==> src/rtl/int_pkg.sv <==
// ============================================================================
// Module  : int_pkg
// Brief   : Shared types and default constants for the interrupt controller.
// Revision: 1.0
// ============================================================================
`default_nettype none

package int_pkg;

    typedef enum logic [1:0] {
        ST_IDLE     = 2'd0,
        ST_DISPATCH = 2'd1,
        ST_SERVICE  = 2'd2
    } state_t;

    localparam int         C_N_IRQ      = 4;
    localparam int         C_PC_W       = 10;
    localparam logic [9:0] C_VEC_BASE   = 10'h3C0;
    localparam int         C_NEST_DEPTH = 4;
    localparam int         C_VEC_STRIDE = 4;

endpackage

`default_nettype wire

==> src/rtl/int_ctrl_ret_stack.sv <==
// ============================================================================
// Module  : ret_stack
// Brief   : LIFO of {return PC, previous id} entries; top is read combinationally.
// Revision: 1.0
// ============================================================================
`default_nettype none

module ret_stack #(
    parameter int DEPTH = 1,
    parameter int W     = 12
) (
    input  logic         clk,
    input  logic         rst,
    input  logic         i_push,
    input  logic         i_pop,
    input  logic [W-1:0] i_din,
    output logic [W-1:0] o_top,
    output logic         o_empty,
    output logic         o_full,
    output logic         o_one
);

    localparam int CNT_W = $clog2(DEPTH + 1);

    logic [W-1:0]     r_mem [DEPTH];
    logic [CNT_W-1:0] r_cnt;

    assign o_empty = (r_cnt == '0);
    assign o_full  = (r_cnt == CNT_W'(DEPTH));
    assign o_one   = (r_cnt == CNT_W'(1));

    // An empty stack reads as zero so the return address idles at its reset value.
    always_comb begin
        o_top = '0;
        for (int i = 0; i < DEPTH; i++) begin
            if (CNT_W'(i + 1) == r_cnt) begin
                o_top = r_mem[i];
            end
        end
    end

    always_ff @(posedge clk) begin
        if (rst) begin
            r_cnt <= '0;
            for (int i = 0; i < DEPTH; i++) begin
                r_mem[i] <= '0;
            end
        end else if (i_push && !o_full) begin
            for (int i = 0; i < DEPTH; i++) begin
                if (CNT_W'(i) == r_cnt) begin
                    r_mem[i] <= i_din;
                end
            end
            r_cnt <= r_cnt + CNT_W'(1);
        end else if (i_pop && !o_empty) begin
            r_cnt <= r_cnt - CNT_W'(1);
        end
    end

endmodule

`default_nettype wire

==> src/rtl/int_ctrl.sv <==
// ============================================================================
// Module  : int_ctrl
// Brief   : Edge-latched, masked, fixed-priority interrupt sequencer for the
//           CPU program counter. Define INT_NEST_EN to allow preemption.
// Revision: 1.0
// ============================================================================
`default_nettype none

module int_ctrl
    import int_pkg::*;
#(
    parameter int              N_IRQ      = C_N_IRQ,
    parameter int              PC_W       = C_PC_W,
    parameter logic [PC_W-1:0] VEC_BASE   = PC_W'(C_VEC_BASE),
    parameter int              NEST_DEPTH = C_NEST_DEPTH,
    localparam int             ID_W       = (N_IRQ > 1) ? $clog2(N_IRQ) : 1
) (
    input  logic              clk,
    input  logic              reset,
    input  logic [N_IRQ-1:0]  irq,
    input  logic              mask_we,
    input  logic [N_IRQ-1:0]  mask_in,
    input  logic              reti,
    input  logic [PC_W-1:0]   pc_next,
    output logic              take_int,
    output logic [PC_W-1:0]   int_vec,
    output logic [PC_W-1:0]   pc_ret,
    output logic              in_service,
    output logic [ID_W-1:0]   cur_id,
    output logic [N_IRQ-1:0]  pending
);

`ifdef INT_NEST_EN
    localparam int C_DEPTH = NEST_DEPTH;
`else
    localparam int C_DEPTH = 1;
`endif

    state_t             r_state;
    logic [N_IRQ-1:0]   r_irq_q;
    logic [N_IRQ-1:0]   r_mask;
    logic [N_IRQ-1:0]   r_pending;
    logic [ID_W-1:0]    r_cur_id;
    logic [ID_W-1:0]    r_prev_id;
    logic [PC_W-1:0]    r_int_vec;
    logic               r_take_int;
    logic               r_in_service;

    logic [N_IRQ-1:0]   w_req;
    logic [N_IRQ-1:0]   w_rise;
    logic [N_IRQ-1:0]   w_clr;
    logic               w_cand_valid;
    logic [ID_W-1:0]    w_cand_id;
    logic [PC_W-1:0]    w_vec;
    logic               w_preempt;
    logic               w_dispatch;
    logic               w_push;
    logic               w_pop;
    logic [PC_W+ID_W-1:0] w_top;
    logic               w_empty;
    logic               w_full;
    logic               w_one;

    assign w_rise = irq & ~r_irq_q;
    assign w_req  = r_pending & r_mask;

    always_comb begin
        w_cand_valid = |w_req;
        w_cand_id    = '0;
        for (int i = N_IRQ - 1; i >= 0; i--) begin
            if (w_req[i]) begin
                w_cand_id = ID_W'(i);
            end
        end
    end

    assign w_vec = VEC_BASE + PC_W'(C_VEC_STRIDE) * PC_W'(w_cand_id);

`ifdef INT_NEST_EN
    // A return in the same cycle wins; preemption is reconsidered afterwards.
    assign w_preempt = (r_state == ST_SERVICE) && !reti && w_cand_valid
                       && (w_cand_id < r_cur_id) && !w_full;
`else
    assign w_preempt = 1'b0;
`endif

    assign w_dispatch = ((r_state == ST_IDLE) && w_cand_valid) || w_preempt;
    assign w_push     = (r_state == ST_DISPATCH) && !w_full;
    assign w_pop      = (r_state == ST_SERVICE) && reti && !w_empty;

    always_comb begin
        w_clr = '0;
        if (w_dispatch) begin
            w_clr[w_cand_id] = 1'b1;
        end
    end

    ret_stack #(
        .DEPTH (C_DEPTH),
        .W     (PC_W + ID_W)
    ) u_ret_stack (
        .clk     (clk),
        .rst     (reset),
        .i_push  (w_push),
        .i_pop   (w_pop),
        .i_din   ({pc_next, r_prev_id}),
        .o_top   (w_top),
        .o_empty (w_empty),
        .o_full  (w_full),
        .o_one   (w_one)
    );

    always_ff @(posedge clk) begin
        if (reset) begin
            r_state      <= ST_IDLE;
            r_irq_q      <= '0;
            r_mask       <= '0;
            r_pending    <= '0;
            r_cur_id     <= '0;
            r_prev_id    <= '0;
            r_int_vec    <= '0;
            r_take_int   <= 1'b0;
            r_in_service <= 1'b0;
        end else begin
            r_irq_q    <= irq;
            r_pending  <= (r_pending & ~w_clr) | w_rise;
            r_take_int <= 1'b0;
            if (mask_we) begin
                r_mask <= mask_in;
            end
            if (w_dispatch) begin
                r_state      <= ST_DISPATCH;
                r_take_int   <= 1'b1;
                r_cur_id     <= w_cand_id;
                r_prev_id    <= r_cur_id;
                r_int_vec    <= w_vec;
                r_in_service <= 1'b0;
            end else begin
                case (r_state)
                    ST_IDLE: begin
                    end
                    ST_DISPATCH: begin
                        r_state      <= ST_SERVICE;
                        r_in_service <= 1'b1;
                    end
                    ST_SERVICE: begin
                        // The popped entry carries the id of the handler being resumed.
                        if (w_pop) begin
                            r_cur_id <= w_top[ID_W-1:0];
                            if (w_one) begin
                                r_state      <= ST_IDLE;
                                r_in_service <= 1'b0;
                            end
                        end
                    end
                    default: begin
                        r_state      <= ST_IDLE;
                        r_in_service <= 1'b0;
                    end
                endcase
            end
        end
    end

    assign take_int   = r_take_int;
    assign int_vec    = r_int_vec;
    assign pc_ret     = w_top[PC_W+ID_W-1:ID_W];
    assign in_service = r_in_service;
    assign cur_id     = r_cur_id;
    assign pending    = r_pending;

endmodule

`default_nettype wire

==> config.mk <==
export PLATFORM = sky130hd
export DESIGN_NAME = int_ctrl
export DESIGN_NICKNAME = d
export VERILOG_FILES = /design/src/rtl/int_pkg.sv /design/src/rtl/int_ctrl_ret_stack.sv /design/src/rtl/int_ctrl.sv
export SDC_FILE = /design/constraint.sdc
export NUM_CORES = 1
export LEC_CHECK = 0
export ABC_AREA = 1
export CAP_MARGIN = 20
export CORE_MARGIN = 5
export CORE_UTILIZATION = 35
export DETAILED_ROUTE_END_ITERATION = 6
export PLACE_DENSITY = 0.67
export SLEW_MARGIN = 0
export SYNTH_ARGS = -nofsm -noshare
export SYNTH_HDL_FRONTEND = slang
export SYNTH_SLANG_ARGS = --single-unit
==> constraint.sdc <==
create_clock -name clk -period 2.2 [get_ports clk]
set_input_delay 0.44 -clock clk [delete_from_list [all_inputs] [get_ports clk]]
set_output_delay 0.44 -clock clk [all_outputs]
set_load 0.05 [all_outputs]
pins.png
Pins as bars across the die edge, other pins in grey.
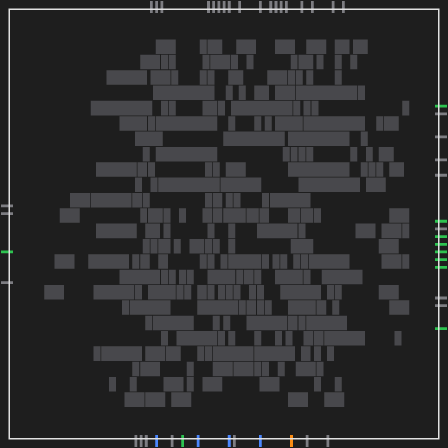
| colour | port | pins | direction | edge |
|---|---|---|---|---|
| green | int_vec | 10 | output | 8 east, 1 south, 1 west |
| blue | pending | 4 | output | south |
| orange | mask_we | 1 | input | south |
I/O Buffers: 45
Die Span Y: 75.9 microns
die width: 75.9 microns

final_clocks.png
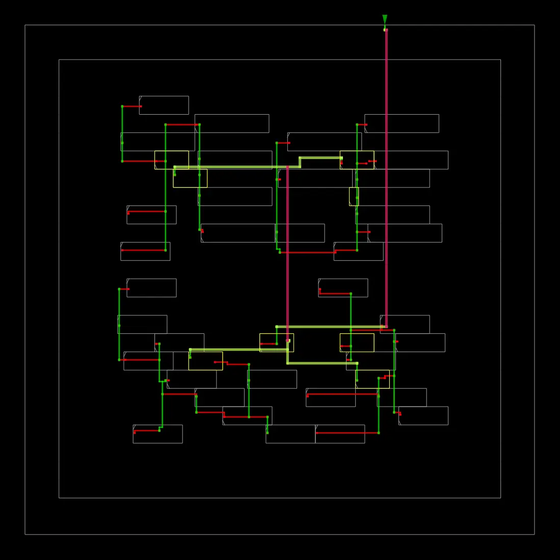
clock buffer count from CTS: 5
clock-net power: 0.000496 W
clock buffers: 8
clk latency late pin: 0.28 ns

drive_strength.png
Bar = 20 microns.
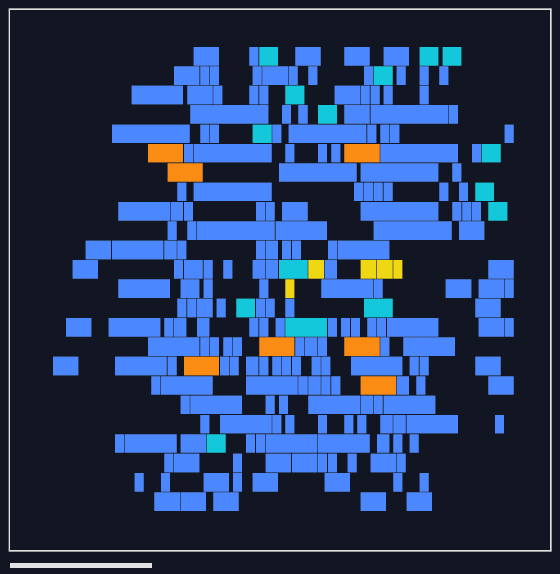
| colour | size | cells |
|---|---|---|
| yellow | drive 2 | 5 |
| orange | drive 6 and up | 7 |
| blue | drive 1 or less | 215 |
| cyan | drive 3 to 4 | 15 |
Worst Slack Setup Final: 0.192 ns
number of non-clock buffers: 47
P&R area growth vs syn: 35.7%
design area: 2060 sq um

clock_map.png
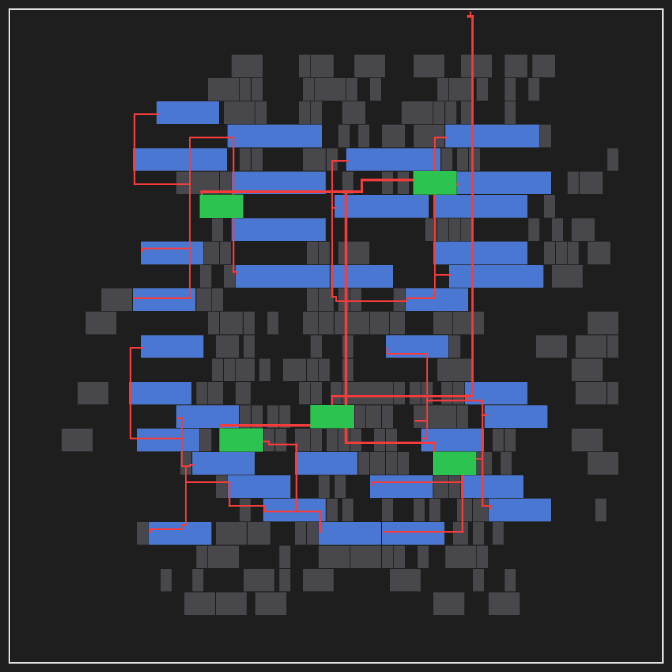
[green] cells driving clock nets | count: 5
[blue] flip-flops | count: 35
[red] clock wires | length: 419 microns
routed clock nets: 6
Clk pwr share: 0.307
Setup Skew: 0.00492 ns

==> results.cfg <==
; implementation run metrics
[outcome]
status = complete, no violations

[detailed_routing]
top_layer_used = met4
wl_met1_mm = 1.30
wl_per_cell_microns = 10.4
route.met2.wl_mm = 1.49
vias = 1257

[die]
row_count = 24
dieArea_sq_um = 5760
num_io_pins = 50

[grt]
grt_max_degree = 14
grt_pass1_wl_mm = 4.74
grt_pass1_vias = 1114

[critical_path]
critPathSlowestCell = clkdlybuf4s50_1
critPathCaptureType = output port
criticalPathCategory = register to output port
critPathLaunchType = register
cpPeakStageDelay_ns = 0.85
crit_arrival_ns = 1.57
critPathBufInv = 1

[synthesis]
synthCells = 195
synth_flops = 35
ys_area_sq_um = 1520
ys_seq_frac = 0.540

[layout]
largest_reg_flops = 12
drive_gt1_frac = 0.112
diodes = 0
comb_area_sq_um = 497
lay_top_cells = nor2_1, nand2_1, inv_1, clkdlybuf4s50_1, dfxtp_1
final_util = 0.480

[cts]
hold_buffers = 0
clkTransAtPathRegs_ns = 0.06
cts_root_buffer = clkbuf_8
clock_path_buffers = 2

[min_path]
hp-start = r_irq_q[3]

[power]
power-per-cell-area_nw_per_um2 = 782
p_leak_nw = 1.01
ir_drop_mv = 0.358

[place]
placed_cell_area_sq_um = 1960

[final_timing]
slew_viol_final = 0
cell families after synthesis:
family / synth area share
simple gates: 0.263
flops: 0.540
compound gates: 0.0544
buf+inv: 0.140
other cells: 0.00247
synthesized netlist by cell type:
cell / n
o22ai_1: 1
inv_1: 35
nor3_1: 1
o21ai_1: 3
buf_4: 8
nor2_2: 2
nor2_4: 2
edfxtp_1: 12
nand2_1: 42
clkbuf_1: 1
nand2_2: 1
a21oi_1: 4
inv_2: 2
buf_2: 2
o21ai_4: 1
nand3_1: 3
nand3b_1: 2
dfxtp_1: 23
o21ai_0: 5
conb_1: 1
nor2_1: 44
final cells by class:
class	count	share of cell area
inverter	37	0.0674
clock buffer	8	0.0485
tap	52	0.0316
multi-input combinational	115	0.241
sequential	35	0.398
timing repair buffer	47	0.214
report_power, final:
| group | total (W) | switching [W] | leakage [nW] | internal (W) |
|---|---|---|---|---|
| Clock | 0.000496 | 0.000210 | 0.0515 | 0.000285 |
| Sequential | 0.000755 | 0.0000334 | 0.315 | 0.000721 |
| Combinational | 0.000362 | 0.000236 | 0.640 | 0.000126 |
layer usage:
layer,global-route usage,up-vias
met5,0,-
met4,0.0583,0
li1,-,662
met1,0.136,563
met3,0.0383,4
met2,0.175,28
how the worst max path moves through the flow:
stage / startpoint / to / slack (ns) / cells past startpoint
3_5_place_dp: reset / u_ret_stack.r_mem[0][11] / 0.42 / 3
2_1_floorplan: reset / u_ret_stack.r_mem[0][0] / 0.70 / 4
5_1_grt: r_state[1] / in_service / 0.14 / 1
6_report: r_state[1] / in_service / 0.19 / 1
3_3_place_gp: reset / u_ret_stack.r_mem[0][11] / 0.44 / 3
4_1_cts: r_state[1] / in_service / 0.17 / 1
Power and IR drop assume default switching activity.
